## config.mk

```make
export PLATFORM = sky130hd
export DESIGN_NAME = ecsm_seq_ctrl_flat
export DESIGN_NICKNAME = d
export VERILOG_FILES = /design/src/rtl/ecsm_seq_ctrl_if.sv /design/src/rtl/ecsm_seq_ctrl.sv /design/src/flat_wrapper.sv
export SDC_FILE = /design/constraint.sdc
export NUM_CORES = 1
export LEC_CHECK = 0
export ABC_AREA = 1
export CAP_MARGIN = 20
export CELL_PAD_IN_SITES_DETAIL_PLACEMENT = 2
export CELL_PAD_IN_SITES_GLOBAL_PLACEMENT = 2
export CORE_MARGIN = 1
export CORE_UTILIZATION = 30
export CTS_CLUSTER_SIZE = 20
export DETAILED_ROUTE_END_ITERATION = 12
export PLACE_DENSITY_LB_ADDON = 0.1
export SYNTH_ARGS = -nofsm -noshare
export SYNTH_HDL_FRONTEND = slang
export SYNTH_SLANG_ARGS = --single-unit
export TNS_END_PERCENT = 1
```

## constraint.sdc

```tcl
create_clock -name clk -period 5.25 [get_ports clk]
set_input_delay 0.7875 -clock clk [delete_from_list [all_inputs] [get_ports clk]]
set_output_delay 0.7875 -clock clk [all_outputs]
set_load 0.02 [all_outputs]
```

## src/rtl/ecsm_seq_ctrl_if.sv

```systemverilog
// Command channel between the scalar-multiplication sequencer and the point-arithmetic unit.
// The sequencer is the master: it drives op_valid/op_code and receives op_ready/op_done.
interface ecsm_seq_ctrl_if;
    logic       op_valid;
    logic [1:0] op_code;
    logic       op_ready;
    logic       op_done;

    modport master (
        output op_valid,
        output op_code,
        input  op_ready,
        input  op_done
    );

    modport slave (
        input  op_valid,
        input  op_code,
        output op_ready,
        output op_done
    );
endinterface

```

## src/rtl/ecsm_seq_ctrl.sv

```systemverilog
// Double-and-add sequencer: scans scalar k MSB-first and issues LOAD/DBL/ADD/INV commands
// to the point-arithmetic unit, one command in flight at a time.
module ecsm_seq_ctrl #(
    parameter int unsigned BW_GF = 256,
    parameter int unsigned IDX_W = 8,
    parameter int unsigned CNT_W = 10
) (
    input  logic              clk,
    input  logic              srst,
    input  logic              start,
    input  logic [BW_GF-1:0]  k,
    output logic              busy,
    ecsm_seq_ctrl_if.master   op_if,
    output logic              is_first,
    output logic [IDX_W-1:0]  bit_idx,
    output logic [CNT_W-1:0]  op_cnt,
    output logic              done,
    output logic              err
);

    localparam logic [1:0] OpLoad = 2'd0;
    localparam logic [1:0] OpDbl  = 2'd1;
    localparam logic [1:0] OpAdd  = 2'd2;
    localparam logic [1:0] OpInv  = 2'd3;

    typedef enum logic [2:0] {
        StIdle,
        StScan,
        StIssue,
        StWait,
        StNext,
        StFin
    } state_e;

    state_e             state_q, state_d;
    logic [BW_GF-1:0]   k_reg_q, k_reg_d;
    logic [IDX_W-1:0]   bit_idx_q, bit_idx_d;
    logic [CNT_W-1:0]   op_cnt_q, op_cnt_d;
    logic [1:0]         op_code_q, op_code_d;
    logic               op_valid_q, op_valid_d;
    logic               busy_q, busy_d;
    logic               is_first_q, is_first_d;
    logic               done_q, done_d;
    logic               err_q, err_d;
    logic               cur_bit;
    logic               at_lsb;

    assign cur_bit = k_reg_q[bit_idx_q];
    assign at_lsb  = (bit_idx_q == '0);

    always_comb begin
        state_d    = state_q;
        k_reg_d    = k_reg_q;
        bit_idx_d  = bit_idx_q;
        op_cnt_d   = op_cnt_q;
        op_code_d  = op_code_q;
        op_valid_d = op_valid_q;
        busy_d     = busy_q;
        is_first_d = is_first_q;
        done_d     = 1'b0;
        err_d      = err_q;

        unique case (state_q)
            StIdle: begin
                // done_q high means this is the completion cycle; start is not taken there.
                if (start && !done_q) begin
                    k_reg_d    = k;
                    bit_idx_d  = IDX_W'(BW_GF - 1);
                    op_cnt_d   = '0;
                    is_first_d = 1'b1;
                    busy_d     = 1'b1;
                    if (k == '0) begin
                        err_d   = 1'b1;
                        state_d = StFin;
                    end else begin
                        err_d   = 1'b0;
                        state_d = StScan;
                    end
                end
            end
            StScan: begin
                if (cur_bit) begin
                    op_code_d  = OpLoad;
                    op_valid_d = 1'b1;
                    state_d    = StIssue;
                end else begin
                    bit_idx_d = bit_idx_q - 1'b1;
                end
            end
            StIssue: begin
                if (op_if.op_ready) begin
                    op_valid_d = 1'b0;
                    if (op_cnt_q != '1) begin
                        op_cnt_d = op_cnt_q + 1'b1;
                    end
                    if (op_code_q == OpLoad) begin
                        is_first_d = 1'b0;
                    end
                    state_d = StWait;
                end
            end
            StWait: begin
                if (op_if.op_done) begin
                    state_d = StNext;
                end
            end
            StNext: begin
                op_valid_d = 1'b1;
                state_d    = StIssue;
                unique case (op_code_q)
                    OpLoad, OpAdd: begin
                        if (at_lsb) begin
                            op_code_d = OpInv;
                        end else begin
                            bit_idx_d = bit_idx_q - 1'b1;
                            op_code_d = OpDbl;
                        end
                    end
                    OpDbl: begin
                        // The bit just doubled into still needs its conditional add.
                        if (cur_bit) begin
                            op_code_d = OpAdd;
                        end else if (at_lsb) begin
                            op_code_d = OpInv;
                        end else begin
                            bit_idx_d = bit_idx_q - 1'b1;
                            op_code_d = OpDbl;
                        end
                    end
                    OpInv: begin
                        op_valid_d = 1'b0;
                        state_d    = StFin;
                    end
                    default: begin
                        op_valid_d = 1'b0;
                        state_d    = StIdle;
                    end
                endcase
            end
            StFin: begin
                done_d  = 1'b1;
                busy_d  = 1'b0;
                state_d = StIdle;
            end
            default: begin
                state_d = StIdle;
            end
        endcase
    end

    always_ff @(posedge clk) begin
        if (srst) begin
            state_q    <= StIdle;
            k_reg_q    <= '0;
            bit_idx_q  <= '0;
            op_cnt_q   <= '0;
            op_code_q  <= OpLoad;
            op_valid_q <= 1'b0;
            busy_q     <= 1'b0;
            is_first_q <= 1'b0;
            done_q     <= 1'b0;
            err_q      <= 1'b0;
        end else begin
            state_q    <= state_d;
            k_reg_q    <= k_reg_d;
            bit_idx_q  <= bit_idx_d;
            op_cnt_q   <= op_cnt_d;
            op_code_q  <= op_code_d;
            op_valid_q <= op_valid_d;
            busy_q     <= busy_d;
            is_first_q <= is_first_d;
            done_q     <= done_d;
            err_q      <= err_d;
        end
    end

    assign op_if.op_valid = op_valid_q;
    assign op_if.op_code  = op_code_q;
    assign busy           = busy_q;
    assign is_first       = is_first_q;
    assign bit_idx        = bit_idx_q;
    assign op_cnt         = op_cnt_q;
    assign done           = done_q;
    assign err            = err_q;

endmodule

```

## src/flat_wrapper.sv

```systemverilog
// flat-port wrapper written by rule: the top's interface ports become plain ports
module ecsm_seq_ctrl_flat 
#(
    parameter int unsigned BW_GF = 256,
    parameter int unsigned IDX_W = 8,
    parameter int unsigned CNT_W = 10
)
  (clk, srst, start, k, busy, is_first, bit_idx, op_cnt, done, err, op_if_op_valid, op_if_op_code, op_if_op_ready, op_if_op_done);
  ecsm_seq_ctrl_if op_if_i ();
  input  logic clk;
  input  logic srst;
  input  logic start;
  input  logic [BW_GF-1:0] k;
  output logic busy;
  output logic is_first;
  output logic [IDX_W-1:0] bit_idx;
  output logic [CNT_W-1:0] op_cnt;
  output logic done;
  output logic err;
  output wire logic [$bits(op_if_i.op_valid)-1:0] op_if_op_valid;
  output wire logic [$bits(op_if_i.op_code)-1:0] op_if_op_code;
  input wire logic [$bits(op_if_i.op_ready)-1:0] op_if_op_ready;
  input wire logic [$bits(op_if_i.op_done)-1:0] op_if_op_done;
  assign op_if_op_valid = op_if_i.op_valid;
  assign op_if_op_code = op_if_i.op_code;
  assign op_if_i.op_ready = op_if_op_ready;
  assign op_if_i.op_done = op_if_op_done;
  ecsm_seq_ctrl #(.BW_GF(BW_GF), .IDX_W(IDX_W), .CNT_W(CNT_W)) u_core (.clk(clk), .srst(srst), .start(start), .k(k), .busy(busy), .op_if(op_if_i), .is_first(is_first), .bit_idx(bit_idx), .op_cnt(op_cnt), .done(done), .err(err));
endmodule
```

Figure 1. Wiring heat map (run 1).
22 x 22 tiles, from black (low) to pale yellow (high), scaled to the fullest tile. Values are wire area over tile area, all layers added.
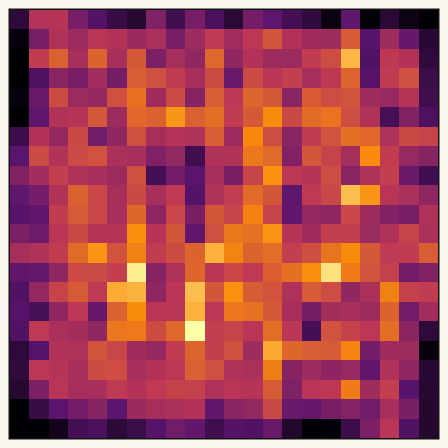
41% of the tiles are over half the peak. The mean over all tiles is 0.19. 2.5% of the tiles are nearly empty. The fullest tile reaches 0.42.
wire per inst: 19.4 um
routed via count: 14.7k
final WL: 56,000 um
total track usage: 0.238

Figure 2. Cell outlines without signal wires (run 1).
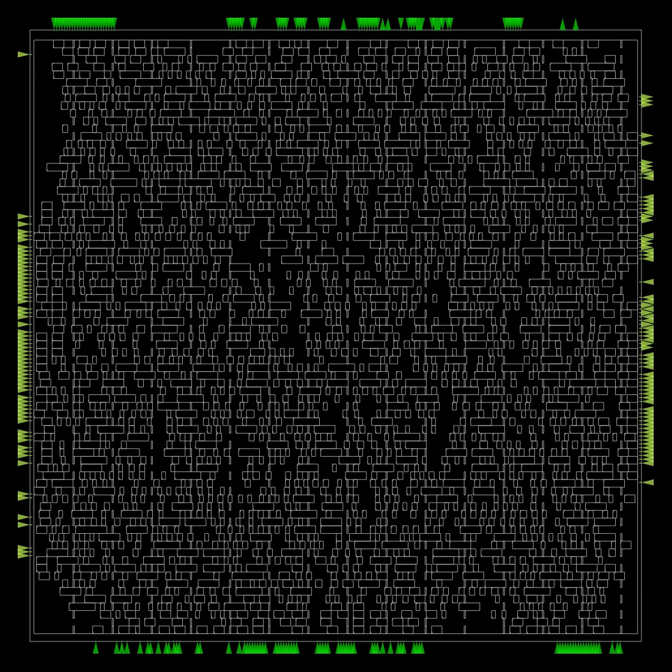
TAP cells: 592
Final Util: 0.404
fillcell total: 5,260

Figure 3. I/O nets highlighted (run 1).
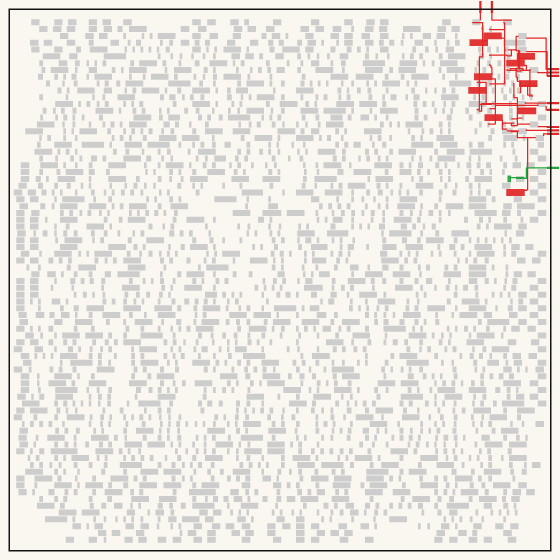
op_cnt: drawn in red, direction output, end cells 10, buffers 10, wire 443 um. op_if_op_ready: drawn in green, direction input, end cells 1, buffers 1, wire 23.2 um.
IO Count: 286
quantity of I/O buffers inserted on ports: 285

==> flow_metrics.py, run 1 <==
# Physical implementation metrics
metrics = {
    "global_routing": {
        "grt_pass1_wl_um": 87500,
        "grt_max_degree": 215,
        "grt_pass1_vias": 16000,
    },
    "synth": {
        "common_cells": "nor2_1, o21ai_0, nand2_1",
        "top_area_cell": "dfxtp_1",
        "ys_cells": 2071,
        "async_flop_share": 0,
        "ys_types": 37,
        "edf_count": 0,
        "yosysWarnings": 0,
        "syn_avg_cell_area_um2": 6.62,
    },
    "setup_path": {
        "endpoint": "u_core.state_q[0]",
        "critPathTopFamily": "buffers and inverters",
        "crit_buf_inv": 4,
        "worstReg2RegEnd": "u_core.state_q[0]",
        "rr_worst_depth": 17,
        "start_kind": "register",
        "path_max_fanout": 60,
    },
    "pwr": {
        "pwr_density_cell_nw_per_um2": 522,
    },
    "outcome": {
        "status": "finished clean",
    },
    "worst_hold_path": {
        "hp-class": "register to register",
        "hp-start": "u_core.k_reg_q[6]",
    },
    "run": {
        "warnings": 34,
    },
    "cts": {
        "clkSlewWorstSetupHoldPaths_ns": 0.06,
        "cts_tree": "built",
        "clock_latency_ns": 0.54,
    },
    "final_timing": {
        "fin_crit_sh": 0.733,
        "tightest_slew_ns": 1.10,
        "skew_ns": 0.00787,
        "fin_ws_ns": 1.40,
        "setup_viol_count_final": 0,
    },
    "routing": {
        "first_pass_iters": 5,
    },
    "placement": {
        "pre_cts_slack_ns": 1.44,
        "placed_cell_area_um2": 16900,
    },
    "die": {
        "coreArea_um2": 44600,
    },
}
[run 1: state kept, by name, indices dropped and copies added (netlist names), 2 cells and up]
name and flops:
u_core.bit_idx 8, u_core.op_cnt 10, u_core.state_q 3, u_core.k_reg_q 256
u_core.op_if.op_code 2
[run 1: final cells by class]
cell class              count  area (um^2)
multi-input cells        1404         6500
well taps                 592          741
repair buffers            299         3000
flip-flops and latches    284         5700
fillers                  5260        26600
clock inverters             6         82.6
inverters                 245          932
clock buffers              56         1080
[run 1: report_power, final]
group	total [mW]	internal (mW)	switching (mW)
clock	2.48	1.50	0.979
sequential	3.14	2.73	0.410
combinational	3.79	1.21	2.58
total	9.41	5.44	3.97
[run 1: placed cells by master, fill, tap and decap left out, drive strengths merged, types with 47 or more instances in the layout]
cell           Yosys  layout
a21oi            200     200
o21ai            330     330
nand2            303     303
dfxtp            284     284
nor4              47      47
nand3            129     129
clkdlybuf4s50      0     285
inv              241     241
clkbuf            98      56
nor2             326     326
[run 1: tightest hold or removal path, stage by stage (launching register included)]
cell,delay (ns)
dfxtp_1,0.29
inv_1,0.06
a21oi_1,0.05
[run 1: layer usage]
metal  share of wire  track usage
met1            0.45        0.303
met4           0.029       0.0761
met3           0.038       0.0378
met5               0            0
met2            0.48        0.408
[run 1: metrics by stage]
stage	instances	utilization
finish	2886	0.404
global route	2886	0.404
CTS	2886	0.404
detailed placement	2824	0.378
global placement	2824	0.378
floorplan	2071	-
[run 1: logic make-up (layout without fill, tap and decap cells)]
group                      count (synthesis)  in the layout  share of synthesized area
AOI/OAI and AO/OA                        544            544                      0.204
xor gates and xnor gates                   2              2                    0.00128
adders and majority gates                  2              2                    0.00183
buffers and inverters                    383            606                      0.111
DFF                                      284            284                      0.415
and+or+nand+nor                          856            856                      0.267
Figure 4. M3 wires (run 1).
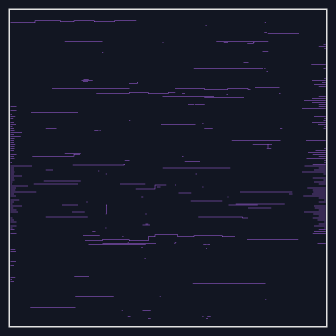

--- run 2 (diff from run 1) ---
- CORE_UTILIZATION: 30 -> 28
- clock period: 5.25 -> 3.7 ns (I/O delays scaled with it)
Figure 5. M3 wires (run 2).
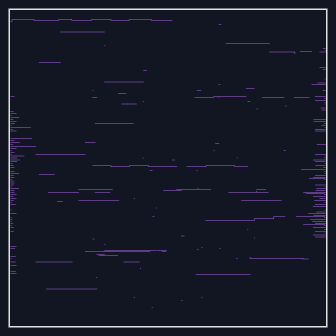
The longest straight run is 45.8 um. The wires run mostly horizontal. 161 nets have wire on it.
routed via count: 14.8k
final WL: 56,600 um
global-route track usage on met3: 0.0275

Figure 6. Cell outlines without signal wires (run 2).
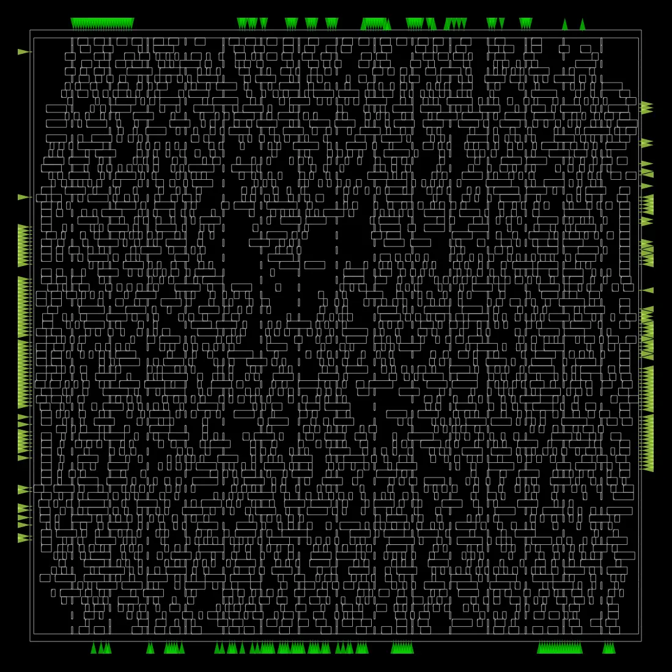
Seq/total area: 0.312
TAP cells: 615
fillcell total: 5,705
FP Rows: 80
flip-flops: 284

==> run 2 against run 1 <==
  * Sequential share of layout area is 0.41 points lower
  * Sequential power is 41% higher
  * Global-route usage is 1.1 points lower
  * Critical path type unchanged
  * Largest cell class unchanged
==> flow_metrics.py, run 2 <==
# Physical implementation metrics
metrics = {
    "outcome": {
        "status": "finished clean",
    },
    "final_timing": {
        "tightest_slew_ns": 0.993,
        "fin_crit_sh": 0.846,
        "skew_ns": 0.0190,
        "setup_viol_count_final": 0,
    },
    "worst_hold_path": {
        "hp-class": "register to register",
    },
    "finish": {
        "layout_top_cell": "nor2_1",
        "logic_gate_count": 1404,
        "mi_logic_area_um2": 6500,
        "regArea_um2": 5700,
        "nonClkBufAreaFrac": 0.175,
        "clkbuf_count": 54,
        "sh_comb_area": 0.356,
        "finalNonFillerCells": 2931,
        "signal_buffers": 319,
        "clock_area_frac": 0.0639,
        "largest-register": "u_core.k_reg_q",
    },
    "global_routing": {
        "grt_max_degree": 238,
        "grt_usage": 0.226,
    },
    "cts": {
        "clkSlewWorstSetupHoldPaths_ns": 0.06,
        "cts_tree": "built",
        "clock_latency_ns": 0.56,
    },
    "routing": {
        "first_pass_iters": 5,
        "wl_per_cell_um": 19.3,
    },
    "synth": {
        "edf_count": 0,
        "syn_avg_cell_area_um2": 6.62,
        "async_flop_share": 0,
        "xor_area_frac": 0.00128,
        "ys_sh_aoi": 0.204,
        "common_cells": "nor2_1, o21ai_0, nand2_1",
        "synthMuxAreaShare": 0,
    },
    "die": {
        "coreArea_um2": 48000,
    },
    "placement": {
        "placed_cell_area_um2": 17100,
        "dp_cells": 2867,
        "io_buffers": 285,
    },
    "run": {
        "warnings": 28,
    },
    "setup_path": {
        "crit_buf_inv": 3,
        "start_kind": "register",
        "critPathTopFamily": "simple AND/OR/NAND/NOR gates",
    },
    "pwr": {
        "pwr_density_cell_nw_per_um2": 739,
    },
}
run 2: netlist changes by cell type in the layout (fill, tap and decap cells not counted), sizes merged:
cell and delta:
clkbuf -2, diode +1, inv +2, buf +20
clkinv +3, bufinv -1, clkinvlp -1
run 2: worst min-delay path, cell delays in order (launching register included):
cell and delay [ns]:
dfxtp_1 0.29, inv_1 0.06, a21oi_1 0.05
run 2: power breakdown:
| part | leakage [nW] | switching (mW) | total, mW | internal [mW] |
|---|---|---|---|---|
| sequential | 2.35 | 0.550 | 4.42 | 3.87 |
| combinational | 4.80 | 3.73 | 5.56 | 1.83 |
| clock | 0.583 | 1.42 | 3.52 | 2.10 |
| total | 7.73 | 5.69 | 13.5 | 7.80 |
run 2: through the flow:
step                      utilization  power (mW)  setup WS [ns]
after floorplan                     -        7.95           1.55
after detailed placement        0.356        10.1          0.293
after CTS                       0.380        13.7          0.532
final                           0.380        13.5          0.569
after global routing            0.380        14.5          0.232
after global placement          0.356        9.90          0.303
run 2: final timing paths:
path | start | to | slack (ns) | cells past startpoint
max | u_core.bit_idx[1] | u_core.state_q[1] | 0.57 | 17
min | u_core.k_reg_q[66] | u_core.k_reg_q[66] | 0.45 | 2
max reg2reg | u_core.bit_idx[1] | u_core.state_q[1] | 0.57 | 17
min reg2reg | u_core.k_reg_q[66] | u_core.k_reg_q[66] | 0.45 | 2
run 2: cell families after synthesis:
family                     Yosys count
xor gates and xnor gates             2
DFF                                284
buffers and inverters              383
AOI/OAI and AO/OA                  544
and+or+nand+nor                    856
adders and majority gates            2
run 2: per-layer routing:
layer | up-vias | wire, um | track usage
met2 | 244 | 27200 | 0.387
met4 | 0 | 1310 | 0.0736
met3 | 61 | 1660 | 0.0275
li1 | 7196 | - | -
met5 | - | 0 | 0
met1 | 7251 | 26400 | 0.295
Figure 7. Wiring heat map (run 2).
22 x 22 tiles, from black (low) to pale yellow (high), scaled to the fullest tile. Values are wire area over tile area, all layers added.
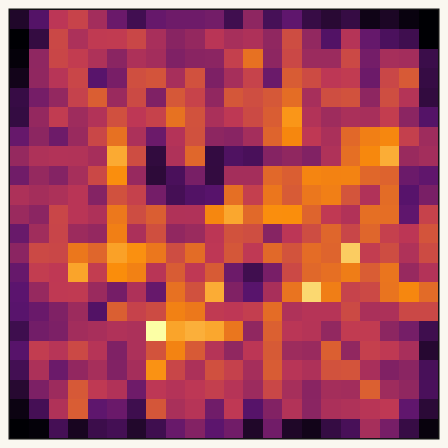

--- run 3 (diff from run 2) ---
- CORE_UTILIZATION: 28 -> 25
- clock period: 3.7 -> 2.7 ns (I/O delays scaled with it)
Figure 8. Wiring heat map (run 3).
24 x 24 tiles, from black (low) to pale yellow (high), scaled to the fullest tile. Values are wire area over tile area, all layers added.
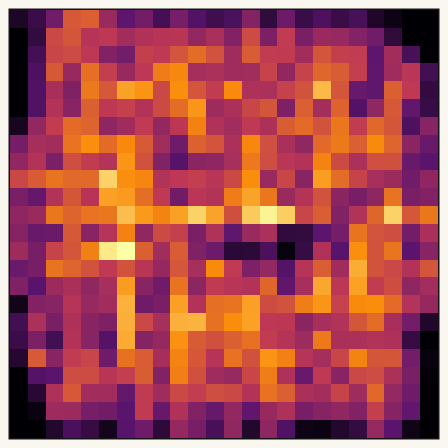
3.5% of the tiles are nearly empty. The fullest tile reaches 0.36. The mean over all tiles is 0.17. 43% of the tiles are over half the peak.
wire per inst: 19.7 um
final WL: 60,300 um
total track usage: 0.207

==> run 3 against run 2 <==
  * Routed wire length increased by 6.6%
  * Via count rose by 1.1%
  * Die area up 12%
  * Largest power group unchanged
==> flow_metrics.py, run 3 <==
# Physical implementation metrics
metrics = {
    "pwr": {
        "p_clk_frac": 0.270,
        "p_int_mw": 11.8,
        "p_total_mw": 20.1,
        "seqPwrFrac": 0.294,
        "p_comb_frac": 0.436,
        "swShare": 0.413,
        "pwr_density_cell_nw_per_um2": 1050,
        "p_sw_mw": 8.32,
    },
    "setup_path": {
        "reg2reg_setup_slack_ns": 0.19,
        "r2r_start": "u_core.bit_idx[0]",
        "cp-startpoint": "u_core.bit_idx[0]",
        "rr_worst_depth": 15,
        "endpoint": "bit_idx[0]",
    },
    "cts": {
        "clkSlewWorstSetupHoldPaths_ns": 0.06,
        "cts_tree": "built",
        "clock_latency_ns": 0.56,
    },
    "synth": {
        "syn_avg_cell_area_um2": 6.62,
        "edf_count": 0,
    },
    "worst_hold_path": {
        "hp-start": "k[113]",
        "min_to": "u_core.k_reg_q[113]",
        "hp-class": "primary input to register",
    },
    "global_routing": {
        "grt_max_degree": 189,
    },
    "placement": {
        "pre_cts_slack_ns": -0.0352,
    },
    "die": {
        "coreArea_um2": 54000,
        "rows": 85,
    },
    "outcome": {
        "status": "finished clean",
    },
    "routing": {
        "routed-wl-met3_um": 1680,
        "wl_met2_um": 28700,
        "maxUsedRoutingLayer": "met5",
        "first_pass_iters": 6,
    },
    "final_timing": {
        "fin_crit_sh": 0.934,
        "setup_viol_count_final": 0,
        "fin_ws_ns": 0.177,
    },
    "finish": {
        "largest-register": "u_core.k_reg_q",
    },
}
Figure 9. M3 wires (run 3).
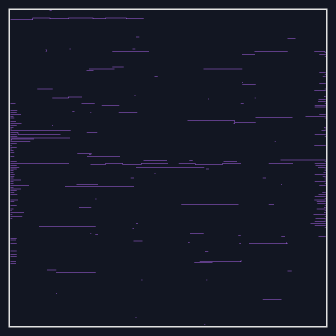
149 nets have wire on it. The layer holds 2.8% of the routed length. The layer carries 1,680 um of wire. The wires run mostly horizontal. The longest straight run is 51.3 um.
global-route track usage on met3: 0.0275
routed via count: 14.9k

## run 3: final cells by class
class / count / area, um^2
Antenna cell: 1 / 2.50
Clock buffer: 56 / 1150
Clock inverter: 11 / 183
Fill cell: 6372 / 34900
Inverter: 245 / 937
Multi-Input combinational cell: 1404 / 6540
Sequential cell: 284 / 5700
Tap cell: 696 / 871
Timing Repair Buffer: 358 / 3750
## run 3: what timing repair did
action                                  in CTS  in global routing
endpoints found under the setup margin       0                 11
buffers inserted                             0                  3
gates resized                                0                 18
## run 3: power groups by stage
stage	sequential [mW]	combinational (mW)	clock, mW
3_3_place_gp	5.90	8.11	0
4_1_cts	5.89	8.38	5.60
2_1_floorplan	5.82	5.07	0
3_5_place_dp	5.96	8.30	0
5_1_grt	6.04	9.79	5.76
6_report	5.92	8.77	5.44
## run 3: logic make-up (layout without fill, tap and decap cells)
kind of cell             count (synthesis)  after routing  synth area share
XOR/XNOR                                 2              2           0.00128
buffers and inverters                  383            670             0.111
other                                    0              1                 0
AND-OR/OR-AND                          544            544             0.204
adder cells (fa/ha/maj)                  2              2           0.00183
AND/OR/NAND/NOR                        856            856             0.267
flip-flops                             284            284             0.415
## run 3: worst max-delay path, delay by kind of cell (launching register included)
family	cells	cell delay, ns
flip-flops	1	0.51
buffers and inverters	3	1.04
## run 3: routing by layer
metal | track usage | up-vias
li1 | - | 7291
met4 | 0.0543 | 4
met1 | 0.269 | 7330
met2 | 0.359 | 222
met3 | 0.0275 | 67
met5 | 0 | -
## run 3: metrics by stage
stage | instances | cell area, um^2 | util
after global routing | 3055 | 19100 | 0.354
final | 3055 | 19100 | 0.354
after floorplan | 2071 | 13700 | -
after detailed placement | 2976 | 17500 | 0.324
after CTS | 3043 | 18900 | 0.349
after global placement | 2976 | 17500 | 0.324

==> gallery <==
Sequential cells grouped by signal name.
Other sequential cells in the stronger grey, the rest of the logic in the fainter grey.
picture 1
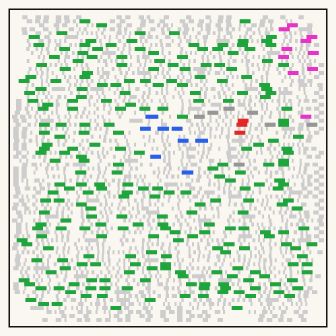
picture 2
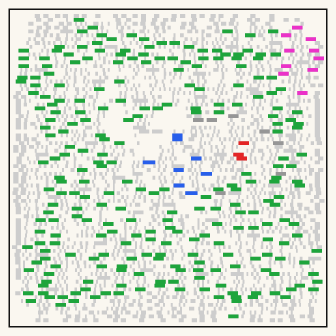
picture 3
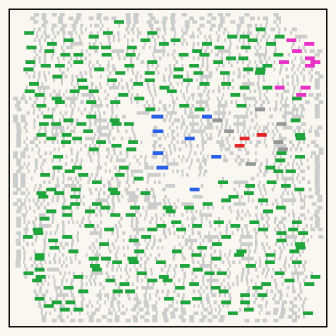
picture 2: run 2
picture 1: run 1
picture 3: run 3

Key to picture 2:
u_core.k_reg_q: drawn in green, flops 256, where all over the die. u_core.state_q: drawn in red, flops 3. u_core.bit_idx: drawn in blue, flops 8, where centre. u_core.op_cnt: drawn in magenta, flops 10, where north-east.
Another 7 sequential cells are not coloured.

Power figures rest on the tool's default switching activity, not on a simulated workload.
